[src/rtl/vga_rect_fill_if.sv]
// Command channel of the rectangle-fill engine: one rectangle per
// valid/ready handshake. The master (command source) drives the corners
// and the colour. The slave (vga_rect_fill) returns cmd_ready_o.
interface vga_rect_fill_if #(
  parameter int COORD_W = 11,
  parameter int COLOR_W = 2
);
  logic               cmd_valid_i;
  logic               cmd_ready_o;
  logic [COORD_W-1:0] cmd_x0_i;
  logic [COORD_W-1:0] cmd_x1_i;
  logic [COORD_W-1:0] cmd_y0_i;
  logic [COORD_W-1:0] cmd_y1_i;
  logic [COLOR_W-1:0] cmd_color_i;

  modport master (
    output cmd_valid_i, cmd_x0_i, cmd_x1_i, cmd_y0_i, cmd_y1_i, cmd_color_i,
    input  cmd_ready_o
  );

  modport slave (
    input  cmd_valid_i, cmd_x0_i, cmd_x1_i, cmd_y0_i, cmd_y1_i, cmd_color_i,
    output cmd_ready_o
  );
endinterface

[src/rtl/vga_rect_fill.sv]
// vga_rect_fill: rectangle-fill drawing engine feeding the frame-buffer
// write port. It latches one command, sorts the corners and emits one pixel
// write per clock in raster order. It then pulses done_o for one cycle.
// Optional feature macro VGA_RECT_FILL_CLIP_EN clips the rectangle to the
// visible HD x VD area. When clipping leaves nothing visible, the command
// completes without any writes.
module vga_rect_fill #(
  parameter int COORD_W = 11,
  parameter int COLOR_W = 2,
  parameter int HD      = 800,
  parameter int VD      = 600
) (
  input  logic               clk_i,
  input  logic               arstn_i,
  vga_rect_fill_if.slave     cmd,
  input  logic               abort_i,
  output logic               we_o,
  output logic [COORD_W-1:0] addr_x_o,
  output logic [COORD_W-1:0] addr_y_o,
  output logic [COLOR_W-1:0] color_o,
  output logic               busy_o,
  output logic               done_o
);

  typedef enum logic [1:0] {
    IDLE = 2'd0,
    FILL = 2'd1,
    DONE = 2'd2
  } state_t;

  // The visible area must be addressable, otherwise clipping limits are meaningless.
  if (HD < 1 || HD > (1 << COORD_W) || VD < 1 || VD > (1 << COORD_W)) begin : g_bad_area
    $error("vga_rect_fill: HD/VD outside the COORD_W address range");
  end

  function automatic logic [COORD_W-1:0] umin(input logic [COORD_W-1:0] a,
                                              input logic [COORD_W-1:0] b);
    return (a < b) ? a : b;
  endfunction

  function automatic logic [COORD_W-1:0] umax(input logic [COORD_W-1:0] a,
                                              input logic [COORD_W-1:0] b);
    return (a < b) ? b : a;
  endfunction

  state_t             r_state;
  state_t             w_state_nxt;
  logic               r_we;
  logic               r_done;
  logic [COORD_W-1:0] r_cur_x;
  logic [COORD_W-1:0] r_cur_y;
  logic [COLOR_W-1:0] r_color;
  logic [COORD_W-1:0] r_xmin;
  logic [COORD_W-1:0] r_xmax;
  logic [COORD_W-1:0] r_ymax;

  logic               w_we_nxt;
  logic               w_done_nxt;
  logic [COORD_W-1:0] w_x_nxt;
  logic [COORD_W-1:0] w_y_nxt;
  logic               w_load;
  logic               w_empty;
  logic               w_last;

  logic [COORD_W-1:0] w_xmin;
  logic [COORD_W-1:0] w_ymin;
  logic [COORD_W-1:0] w_xmax_s;
  logic [COORD_W-1:0] w_ymax_s;
  logic [COORD_W-1:0] w_xmax;
  logic [COORD_W-1:0] w_ymax;

  // Corner sorting with unsigned compares on the incoming command
  assign w_xmin   = umin(cmd.cmd_x0_i, cmd.cmd_x1_i);
  assign w_xmax_s = umax(cmd.cmd_x0_i, cmd.cmd_x1_i);
  assign w_ymin   = umin(cmd.cmd_y0_i, cmd.cmd_y1_i);
  assign w_ymax_s = umax(cmd.cmd_y0_i, cmd.cmd_y1_i);

`ifdef VGA_RECT_FILL_CLIP_EN
  localparam logic [COORD_W-1:0] XLAST = COORD_W'(HD - 1);
  localparam logic [COORD_W-1:0] YLAST = COORD_W'(VD - 1);

  function automatic logic [COORD_W-1:0] clamp(input logic [COORD_W-1:0] v,
                                               input logic [COORD_W-1:0] lim);
    return (v > lim) ? lim : v;
  endfunction

  assign w_xmax  = clamp(w_xmax_s, XLAST);
  assign w_ymax  = clamp(w_ymax_s, YLAST);
  assign w_empty = (w_xmin > XLAST) || (w_ymin > YLAST);
`else
  assign w_xmax  = w_xmax_s;
  assign w_ymax  = w_ymax_s;
  assign w_empty = 1'b0;
`endif

  // The end test is an equality compare, so a bound of all-ones never needs the counter to wrap
  assign w_last = (r_cur_x == r_xmax) && (r_cur_y == r_ymax);

  // Next-state and next-output decode; every registered output is computed here
  always_comb begin
    w_state_nxt = r_state;
    w_we_nxt    = 1'b0;
    w_done_nxt  = 1'b0;
    w_x_nxt     = r_cur_x;
    w_y_nxt     = r_cur_y;
    w_load      = 1'b0;
    unique case (r_state)
      IDLE: begin
        if (cmd.cmd_valid_i) begin
          w_load = 1'b1;
          if (w_empty) begin
            w_state_nxt = DONE;
            w_done_nxt  = 1'b1;
          end else begin
            w_state_nxt = FILL;
            w_we_nxt    = 1'b1;
            w_x_nxt     = w_xmin;
            w_y_nxt     = w_ymin;
          end
        end
      end
      FILL: begin
        if (abort_i || w_last) begin
          w_state_nxt = DONE;
          w_done_nxt  = 1'b1;
        end else begin
          w_we_nxt = 1'b1;
          if (r_cur_x == r_xmax) begin
            w_x_nxt = r_xmin;
            w_y_nxt = r_cur_y + COORD_W'(1);
          end else begin
            w_x_nxt = r_cur_x + COORD_W'(1);
          end
        end
      end
      DONE: begin
        w_state_nxt = IDLE;
      end
      default: begin
        w_state_nxt = IDLE;
      end
    endcase
  end

  // State register and registered pixel-port outputs, cleared asynchronously
  always_ff @(posedge clk_i or negedge arstn_i) begin
    if (!arstn_i) begin
      r_state <= IDLE;
      r_we    <= 1'b0;
      r_done  <= 1'b0;
      r_cur_x <= '0;
      r_cur_y <= '0;
      r_color <= '0;
    end else begin
      r_state <= w_state_nxt;
      r_we    <= w_we_nxt;
      r_done  <= w_done_nxt;
      r_cur_x <= w_x_nxt;
      r_cur_y <= w_y_nxt;
      if (w_load) begin
        r_color <= cmd.cmd_color_i;
      end
    end
  end

  // Rectangle bounds captured at the handshake; only read while filling, so no reset
  always_ff @(posedge clk_i) begin
    if (w_load) begin
      r_xmin <= w_xmin;
      r_xmax <= w_xmax;
      r_ymax <= w_ymax;
    end
  end

  assign cmd.cmd_ready_o = (r_state == IDLE);
  assign busy_o          = (r_state != IDLE);
  assign we_o            = r_we;
  assign done_o          = r_done;
  assign addr_x_o        = r_cur_x;
  assign addr_y_o        = r_cur_y;
  assign color_o         = r_color;

endmodule

[src/flat_wrapper.sv]
// flat-port wrapper written by rule: the top's interface ports become plain ports
module vga_rect_fill_flat 
#(
  parameter int COORD_W = 11,
  parameter int COLOR_W = 2,
  parameter int HD      = 800,
  parameter int VD      = 600
)
  (clk_i, arstn_i, abort_i, we_o, addr_x_o, addr_y_o, color_o, busy_o, done_o, cmd_cmd_valid_i, cmd_cmd_x0_i, cmd_cmd_x1_i, cmd_cmd_y0_i, cmd_cmd_y1_i, cmd_cmd_color_i, cmd_cmd_ready_o);
  vga_rect_fill_if #(.COORD_W(COORD_W), .COLOR_W(COLOR_W)) cmd_i ();
  input  logic clk_i;
  input  logic arstn_i;
  input  logic abort_i;
  output logic we_o;
  output logic [COORD_W-1:0] addr_x_o;
  output logic [COORD_W-1:0] addr_y_o;
  output logic [COLOR_W-1:0] color_o;
  output logic busy_o;
  output logic done_o;
  input wire logic [$bits(cmd_i.cmd_valid_i)-1:0] cmd_cmd_valid_i;
  input wire logic [$bits(cmd_i.cmd_x0_i)-1:0] cmd_cmd_x0_i;
  input wire logic [$bits(cmd_i.cmd_x1_i)-1:0] cmd_cmd_x1_i;
  input wire logic [$bits(cmd_i.cmd_y0_i)-1:0] cmd_cmd_y0_i;
  input wire logic [$bits(cmd_i.cmd_y1_i)-1:0] cmd_cmd_y1_i;
  input wire logic [$bits(cmd_i.cmd_color_i)-1:0] cmd_cmd_color_i;
  output wire logic [$bits(cmd_i.cmd_ready_o)-1:0] cmd_cmd_ready_o;
  assign cmd_i.cmd_valid_i = cmd_cmd_valid_i;
  assign cmd_i.cmd_x0_i = cmd_cmd_x0_i;
  assign cmd_i.cmd_x1_i = cmd_cmd_x1_i;
  assign cmd_i.cmd_y0_i = cmd_cmd_y0_i;
  assign cmd_i.cmd_y1_i = cmd_cmd_y1_i;
  assign cmd_i.cmd_color_i = cmd_cmd_color_i;
  assign cmd_cmd_ready_o = cmd_i.cmd_ready_o;
  vga_rect_fill #(.COORD_W(COORD_W), .COLOR_W(COLOR_W), .HD(HD), .VD(VD)) u_core (.clk_i(clk_i), .arstn_i(arstn_i), .cmd(cmd_i), .abort_i(abort_i), .we_o(we_o), .addr_x_o(addr_x_o), .addr_y_o(addr_y_o), .color_o(color_o), .busy_o(busy_o), .done_o(done_o));
endmodule
[config.mk]
export PLATFORM = sky130hd
export DESIGN_NAME = vga_rect_fill_flat
export DESIGN_NICKNAME = d
export VERILOG_FILES = /design/src/rtl/vga_rect_fill_if.sv /design/src/rtl/vga_rect_fill.sv /design/src/flat_wrapper.sv
export SDC_FILE = /design/constraint.sdc
export NUM_CORES = 1
export LEC_CHECK = 0
export CORE_MARGIN = 3
export CORE_UTILIZATION = 50
export CTS_CLUSTER_DIAMETER = 200
export DETAILED_ROUTE_END_ITERATION = 10
export GPL_TIMING_DRIVEN = 0
export HOLD_SLACK_MARGIN = 0.12
export PLACE_DENSITY = 0.77
export SLEW_MARGIN = 5
export SYNTH_ARGS = -nofsm -noshare
export SYNTH_HDL_FRONTEND = slang
export SYNTH_SLANG_ARGS = --single-unit
[constraint.sdc]
create_clock -name clk_i -period 8.02 [get_ports clk_i]
set_input_delay 1.203 -clock clk_i [delete_from_list [all_inputs] [get_ports clk_i]]
set_output_delay 1.203 -clock clk_i [all_outputs]
set_load 0.02 [all_outputs]
==> impl_metrics.py <==
# Generated from Yosys and OpenROAD reports
metrics = {
    "final_layout": {
        "drive_gt1_share_pct": 11.5,
        "final_nets": 590,
        "syn_to_final_growth_pct": 26.8,
        "final_core_utilization_pct": 66.6,
    },
    "clocking": {
        "ctsHoldBuffers": 0,
        "clock-root-buffer": "clkbuf_8",
        "clkSlewWorstSetupHoldPaths_ns": 0.07,
        "clock_sinks": 61,
    },
    "yosys": {
        "yosysSeqAreaShare_pct": 40.8,
        "syn_inst": 430,
        "yosys-stat-area_mm2": 0.00415,
    },
    "final_timing": {
        "hold_slack_ns": 0.477,
        "hold_viol_final": 0,
        "maxSlewViolCount": 0,
        "grt_setup_unrepaired": "false",
    },
    "detailed_routing": {
        "wirelength_mm": 11.8,
        "drc_errors": 0,
    },
    "flow_run": {
        "maxCapViolCount": 0,
    },
    "placed_design": {
        "portBuffers": 77,
    },
    "critical_path": {
        "slowest_delay_ns": 0.67,
    },
    "floorplanning": {
        "io_pins": 78,
        "die_x_um": 97.1,
    },
    "grt": {
        "first_global_vias": 3700,
    },
    "power_and_ir_drop": {
        "p_sw_share_pct": 40.7,
        "pwr-share-clk_pct": 19.0,
    },
    "run_status": {
        "status": "completed",
    },
    "worst_hold_path": {
        "min_path_type": "register to register",
    },
}
==> kinds of logic after synthesis <==
| family | count (synthesis) | share of synthesized area (%) |
|---|---|---|
| buffers and inverters | 53 | 5.92 |
| and+or+nand+nor | 137 | 17.3 |
| muxes | 15 | 4.01 |
| adders and majority gates | 22 | 6.64 |
| xor gates and xnor gates | 31 | 6.91 |
| AOI/OAI and AO/OA | 111 | 18.4 |
| DFF | 61 | 40.8 |
==> power by group through the flow <==
| stage | logic, mW | registers, mW | clock network [mW] |
|---|---|---|---|
| after floorplan | 0.401 | 0.595 | 0 |
| after global placement | 0.738 | 0.544 | 0 |
| after detailed placement | 0.752 | 0.545 | 0 |
| after global routing | 0.822 | 0.554 | 0.322 |
| final | 0.764 | 0.540 | 0.306 |
| after CTS | 0.757 | 0.540 | 0.306 |
==> routing by layer <==
| metal | vias to the layer above | GRT usage [%] |
|---|---|---|
| li1 | 1774 | - |
| met1 | 1836 | 34.5 |
| met2 | 175 | 41.2 |
| met3 | 10 | 3.80 |
| met4 | 0 | 7.56 |
| met5 | - | 0 |
==> cell type report <==
type / count / area share (%)
Sequential cell: 61 / 32.2
Timing Repair Buffer: 77 / 14.6
Tap cell: 102 / 2.43
Buffer: 26 / 2.74
Inverter: 27 / 1.95
Clock buffer: 11 / 2.69
Multi-Input combinational cell: 316 / 42.0
Clock inverter: 5 / 1.40
==> synth_stat cells (all sizes together) (3+ instances only) <==
master / count / share of area [%]
nor3: 8 / 0.97
clkbuf: 12 / 1.1
nand3: 26 / 3.3
buf: 14 / 2.4
o21ai: 34 / 4.1
o31ai: 10 / 1.8
o32a: 10 / 2.4
mux2: 13 / 3.5
xor2: 18 / 4.2
a21oi: 23 / 2.9
xnor2: 13 / 2.7
nand2b: 5 / 0.75
o211ai: 5 / 0.91
nor2: 13 / 1.2
and3: 16 / 2.5
or4: 3 / 0.54
inv: 26 / 2.4
dfrtp: 28 / 17
nand4: 10 / 1.5
ha: 22 / 6.6
a31oi: 4 / 0.60
edfxtp: 33 / 24
nand2: 47 / 4.3
o311ai: 5 / 1.1
nor4: 4 / 1.5
==> stage by stage <==
step           power [mW]  area, µm²
6_report             1.61       5260
5_1_grt              1.70       5260
4_1_cts              1.60       5260
3_5_place_dp         1.30       5040
3_3_place_gp         1.28       5040
2_1_floorplan       0.996       4150
==> worst paths after layout <==
check | slack [ns] | depth (start not counted) | endpoint | start
setup / recovery | 3.82 | 10 | u_core.r_xmax[2] | cmd_cmd_x1_i[2]
hold / removal | 0.48 | 2 | u_core.color_o[0] | u_core.color_o[0]
setup reg to reg | 5.11 | 8 | u_core.addr_x_o[8] | u_core.r_state[0]
hold reg to reg | 0.48 | 2 | u_core.color_o[0] | u_core.color_o[0]
max in group asynchronous | 6.70 | 1 | u_core.addr_y_o[10] | arstn_i
min in group asynchronous | 0.89 | 1 | u_core.addr_x_o[6] | arstn_i
==> sequential cells by signal, summed over array words and instances, names as in the netlist <==
register / cells
u_core.done_o: 1
u_core.we_o: 1
u_core.r_ymax: 11
u_core.color_o: 2
u_core.addr_y_o: 11
u_core.addr_x_o: 11
u_core.r_xmax: 11
u_core.r_xmin: 11
u_core.r_state: 2
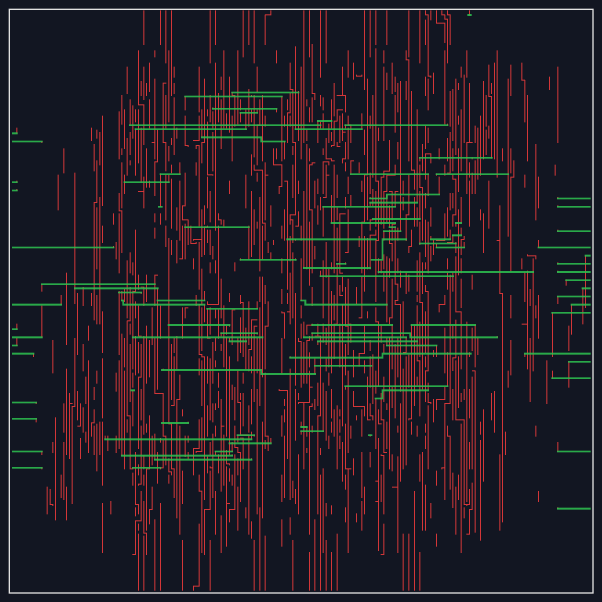
layers.png
Scale: 6 px per µm. Only two layers are drawn.
[M2] red | wire length: 5540 µm
[M3] green | wire length: 902 µm

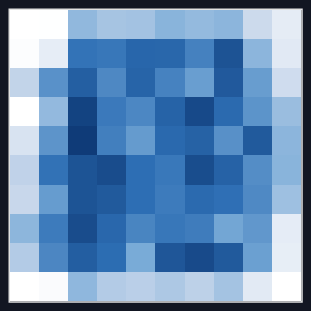
util_map.png
Scale: 3 px per µm. 10 x 10 tiles, from white (low) to dark blue (high), 0 to 100% covered.
tiles over 75% full: 30%
fullest tile: 95%
densest ninth of the die: middle

Power figures rest on the tool's default switching activity, not on a simulated workload.
